Placement view:
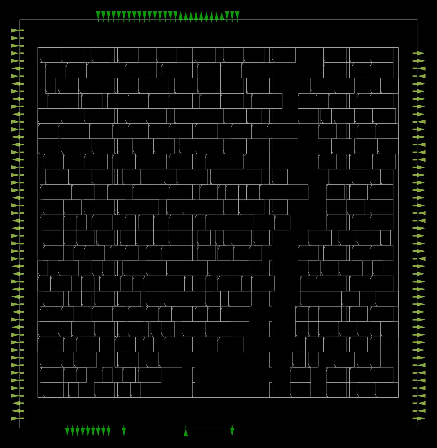
Placed cells, one color a class:
Drawn at 4 px/um.
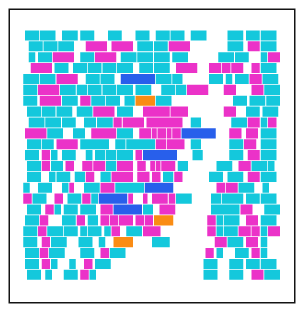
Wires at chosen ports, followed through buffers:
Drawn at 6 px/um.
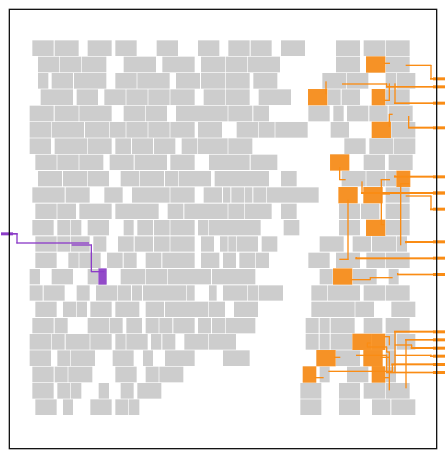
The metal 2 layer:
Drawn at 6 px/um.
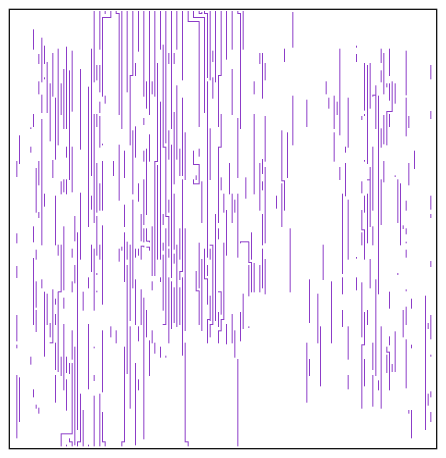
===== src/rtl/mem_port_arbiter.sv =====
// -----------------------------------------------------------------------------
// mem_port_arbiter
//
// Shares the single-port main memory between the instruction-fetch stage (IF)
// and the MEM stage of the 16-bit five-stage core. One access is outstanding
// at a time. The winner drives the RAM port combinationally in its issue
// cycle, and read data is routed back to the owner after LAT cycles. The
// wait outputs let the pipeline controller stall; this block never stalls
// the pipeline itself.
//
// Parameters
//   LAT         RAM read latency in cycles (1..4)
//   STARVE_MAX  consecutive MEM grants tolerated while a fetch waits (1..15)
//
// Build option
//   ARB_STARVE_GUARD_EN  when defined, IF wins a collision once starve_cnt
//                        reaches STARVE_MAX. When undefined, MEM has strict
//                        priority and no starvation counter is built.
//
// Ports
//   clk, reset                   rising-edge clock, synchronous active-high reset
//   if_req/if_adr/if_flush       fetch request, address, jump-taken squash
//   mem_req/mem_we/mem_adr/
//   mem_wdat                     load/store request
//   ram_adr/ram_we/ram_wdat      RAM port, driven by the current winner
//   ram_rdat                     RAM read data, valid LAT cycles after address
//   if_grant/mem_grant           combinational issue strobes
//   if_valid/if_rdat             fetched instruction, one-cycle pulse
//   mem_valid/mem_rdat           load data or store acknowledge (data 0)
//   if_wait/mem_wait             request pending but not granted this cycle
// -----------------------------------------------------------------------------
module mem_port_arbiter #(
    parameter int unsigned LAT        = 1,
    parameter int unsigned STARVE_MAX = 3
) (
    input  logic        clk,
    input  logic        reset,

    input  logic        if_req,
    input  logic [15:0] if_adr,
    input  logic        if_flush,

    input  logic        mem_req,
    input  logic        mem_we,
    input  logic [15:0] mem_adr,
    input  logic [15:0] mem_wdat,

    output logic [15:0] ram_adr,
    output logic        ram_we,
    output logic [15:0] ram_wdat,
    input  logic [15:0] ram_rdat,

    output logic        if_grant,
    output logic        mem_grant,
    output logic        if_valid,
    output logic [15:0] if_rdat,
    output logic        mem_valid,
    output logic [15:0] mem_rdat,
    output logic        if_wait,
    output logic        mem_wait
);

    typedef enum logic {
        OWN_IF  = 1'b0,
        OWN_MEM = 1'b1
    } owner_t;

    // Port occupancy of the single outstanding access.
    logic [2:0] busy_cnt, busy_cnt_n;
    owner_t     owner,    owner_n;
    logic       is_wr,    is_wr_n;
    logic       squash,   squash_n;

    logic       done;      // completion cycle of the outstanding access
    logic       issue_ok;  // port may accept a new access this cycle
    logic       if_first;  // starvation guard overrides MEM priority

    assign done     = (busy_cnt == 3'd1);
    // The completion cycle doubles as an issue slot, so back-to-back
    // accesses lose no cycle. Grants are held off during reset.
    assign issue_ok = ~reset & (busy_cnt <= 3'd1);

`ifdef ARB_STARVE_GUARD_EN
    logic [3:0] starve_cnt, starve_cnt_n;

    assign if_first = (starve_cnt == 4'(STARVE_MAX));

    // Counts MEM grants that overtook a waiting fetch; any fetch grant or a
    // cycle without a fetch request starts the count over.
    always_comb begin
        starve_cnt_n = starve_cnt;
        if (!if_req || if_grant) begin
            starve_cnt_n = '0;
        end else if (mem_grant && (starve_cnt != 4'(STARVE_MAX))) begin
            starve_cnt_n = starve_cnt + 4'd1;
        end
    end

    always_ff @(posedge clk) begin
        if (reset) begin
            starve_cnt <= '0;
        end else begin
            starve_cnt <= starve_cnt_n;
        end
    end
`else
    // Strict MEM priority: STARVE_MAX has no effect in this build.
    logic [3:0] unused_starve_max;
    assign unused_starve_max = 4'(STARVE_MAX);
    assign if_first          = 1'b0;
`endif

    // ---------------------------------------------------------------------
    // Arbitration and RAM port
    // ---------------------------------------------------------------------
    assign mem_grant = issue_ok & mem_req & ~(if_req & if_first);
    assign if_grant  = issue_ok & if_req & ~mem_grant;

    // The fetch address is parked on the port whenever MEM is not issuing.
    assign ram_adr  = mem_grant ? mem_adr : if_adr;
    assign ram_we   = mem_grant & mem_we;
    assign ram_wdat = mem_grant ? mem_wdat : '0;

    assign if_wait  = if_req  & ~if_grant;
    assign mem_wait = mem_req & ~mem_grant;

    // ---------------------------------------------------------------------
    // Completion: the old owner is reported even if a new access is being
    // granted in the same cycle. A flush in the completion cycle itself
    // also kills the fetch result.
    // ---------------------------------------------------------------------
    assign if_valid  = ~reset & done & (owner == OWN_IF) & ~is_wr & ~squash & ~if_flush;
    assign mem_valid = ~reset & done & (owner == OWN_MEM);
    assign if_rdat   = if_valid ? ram_rdat : '0;
    assign mem_rdat  = (mem_valid & ~is_wr) ? ram_rdat : '0;

    // ---------------------------------------------------------------------
    // Next-state logic
    // ---------------------------------------------------------------------
    // NOTE: every variable gets a default at the top of an always_comb so no
    // path leaves it unassigned; a missing default infers a latch.
    always_comb begin
        busy_cnt_n = busy_cnt;
        owner_n    = owner;
        is_wr_n    = is_wr;
        squash_n   = squash;

        if (if_grant || mem_grant) begin
            owner_n    = if_grant ? OWN_IF : OWN_MEM;
            is_wr_n    = ram_we;
            // Stores are acknowledged on the next cycle; reads wait LAT.
            busy_cnt_n = ram_we ? 3'd1 : 3'(LAT);
            // A flush in the issue cycle already kills the new fetch.
            squash_n   = if_grant & if_flush;
        end else if (busy_cnt != 3'd0) begin
            busy_cnt_n = busy_cnt - 3'd1;
            if (done) begin
                squash_n = 1'b0;
            end else if ((owner == OWN_IF) && !is_wr && if_flush) begin
                // The fetch keeps the port until its data returns; only the
                // result is dropped.
                squash_n = 1'b1;
            end
        end
    end

    // NOTE: state registers use non-blocking assignments so every flop
    // samples the pre-edge values, independent of statement order.
    always_ff @(posedge clk) begin
        if (reset) begin
            busy_cnt <= '0;
            owner    <= OWN_IF;
            is_wr    <= 1'b0;
            squash   <= 1'b0;
        end else begin
            busy_cnt <= busy_cnt_n;
            owner    <= owner_n;
            is_wr    <= is_wr_n;
            squash   <= squash_n;
        end
    end

endmodule


===== config.mk =====
export PLATFORM = sky130hd
export DESIGN_NAME = mem_port_arbiter
export DESIGN_NICKNAME = d
export VERILOG_FILES = /design/src/rtl/mem_port_arbiter.sv
export SDC_FILE = /design/constraint.sdc
export NUM_CORES = 1
export LEC_CHECK = 0
export CAP_MARGIN = 10
export CORE_AREA = 3 3 68 70
export CTS_BUF_LIST = sky130_fd_sc_hd__clkbuf_8
export DETAILED_ROUTE_END_ITERATION = 10
export DIE_AREA = 0 0 71 73
export GPL_TIMING_DRIVEN = 0
export PLACE_DENSITY_LB_ADDON = 0.25
export RECOVER_POWER = 25
export SLEW_MARGIN = 0
export SYNTH_ARGS = -nofsm -noshare
export SYNTH_HDL_FRONTEND = slang
export SYNTH_SLANG_ARGS = --single-unit

===== constraint.sdc =====
create_clock -name clk -period 2.23 [get_ports clk]
set_clock_uncertainty 0.15 [all_clocks]
set_input_delay 0.446 -clock clk [delete_from_list [all_inputs] [get_ports clk]]
set_output_delay 0.446 -clock clk [all_outputs]
set_load 0.005 [all_outputs]

==> results.ini <==
[power]
pwr.group.clock_mw = 0.171
internal_power_mw = 1.23
peakVddDrop_mv = 0.355
cellLeakagePower_nw = 1.47
power_per_cell_area_nw_per_um2 = 623
power_leader = combinational logic

[grt]
antenna_found_initial = 0
groute.layer.met3.usage = 0.0799
globalRoute.totalOverflow = 0
globalRouteMet1Util = 0.185
first_global_vias = 1577
globalRouteTotalUtil = 0.187

[floorplanning]
die_width_um = 71
tapCellCount = 50
die_height_um = 73

[critical_path]
critical_path.endpoint = ram_adr[12]
critPathArrivalTime_ns = 1.79
crit_path_max_fanout = 4
timing.reg2reg.setup_slack_ns = 0.51
cell_by_cell_listing_of_the_critical_path = ha_4 -> o21bai_4 -> nand3_4 -> buf_12 -> buf_6 -> buf_6 -> mux2_4 -> buf_6
worst-endpoint-required_ns = 1.63
crit-reg2reg-capture = squash
timing.setup.critical_path_class = reg2out
worst-path-stages = 8

[outcome]
result_of_the_run = finished with violations
failed_checks = negative setup slack

[timing]
timing.final.ws_setup_ns = -0.158
slew-limit-headroom = 0.855
number_of_max_slew_violations_in_the_final_report = 0
setup_viol = 37
worst-slew-pin-transition_ns = 0.218

[cts]
post_cts_hold_fix_buffer_tally = 0
cts_resized = 257
clkLatencyLatePin_ns = 0.23
tritoncts_clock_tree = yes
clkSlewWorstSetupHoldPaths_ns = 0.04

[finish]
clockBufferCount = 3
clk_share = 0.0139
most-common-layout-cells = sky130_fd_sc_hd__clkdlybuf4s50_1, sky130_fd_sc_hd__buf_6, sky130_fd_sc_hd__and2_1, sky130_fd_sc_hd__and2_4, sky130_fd_sc_hd__buf_4
inverters_excl_clock = 6
max_flop_register = busy_cnt
largest_class = buffers
fraction_of_final_layout_cells_with_drive_strength_greater_than_1 = 0.562
final_common_cell = sky130_fd_sc_hd__clkdlybuf4s50_1
logic_gates = 98
fin_cells = 349
area_growth_syn_to_layout_pct = 205
multi_input_comb_area_um2 = 902

[synthesis]
yosys-stat-area_um2 = 973
postSynth.topFlopCell = sky130_fd_sc_hd__dfxtp_1
compound_gate_portion_of_the_synthesized_area = 0.105
postSynthNetCount = 189
synth_cell_type_count = 30
most_frequent_cell_after_synthesis = sky130_fd_sc_hd__and2_1
enable_flop_cells = 0
yosys_warnings = 0
synth_area_leader_cell = sky130_fd_sc_hd__and2_1
mappedNetlistArea_um2 = 973
synthesized_area_per_cell_um2 = 8.39
ys_ff = 6
async_reset_ff_frac = 0
synth.cells.most_frequent = sky130_fd_sc_hd__and2_1, sky130_fd_sc_hd__mux2_4, sky130_fd_sc_hd__mux2_2, sky130_fd_sc_hd__dfxtp_1, sky130_fd_sc_hd__inv_1

[run]
max-cap-violations = 0

[min_path]
whs_path_depth = 2
timing.hold.worst.start = reset
whs_endpoint = busy_cnt[0]

[detailed_routing]
met2WireLength_um = 2600
drc = 0
post_drt_via_cell_ratio = 4.55
routedWlPerCell_um = 14.7

[placed_design]
dpl-instance-area_um2 = 2440
routabilityCongestion = 0.742
pre_cts_slack_ns = -0.783

Notes on 'placement view' above:
sequential cell count: 6
Std-Cell Rows: 23
share of cell area taken by flip-flops and latches: 0.0442
filler cell count in the final layout: 284
Core Util, Final: 0.738

Notes on 'placed cells, one color a class' above:
cells driving clock nets: shown in orange, cells 3. flops: shown in blue, cells 6. other buffers and delay cells: shown in cyan, cells 186. all other logic: shown in magenta, cells 104.
core region area: 4030 um^2
Final Cell Area: 2970 um^2

Notes on 'wires at chosen ports, followed through buffers' above:
mem_rdat: shown in orange, bits 16, direction output, end cells 16, buffers 16, wire 231 um. if_grant: shown in purple, bits 1, direction output, end cells 1, buffers 1, wire 23.9 um.
I/O Pins: 141
I/O Buffers: 140

Notes on 'the metal 2 layer' above:
The layer holds 51% of the routed length. The layer carries 2,600 um of wire.
met2 GRT Util: 0.345
vias after detailed routing: 1,589
Total Wirelength: 5130 um

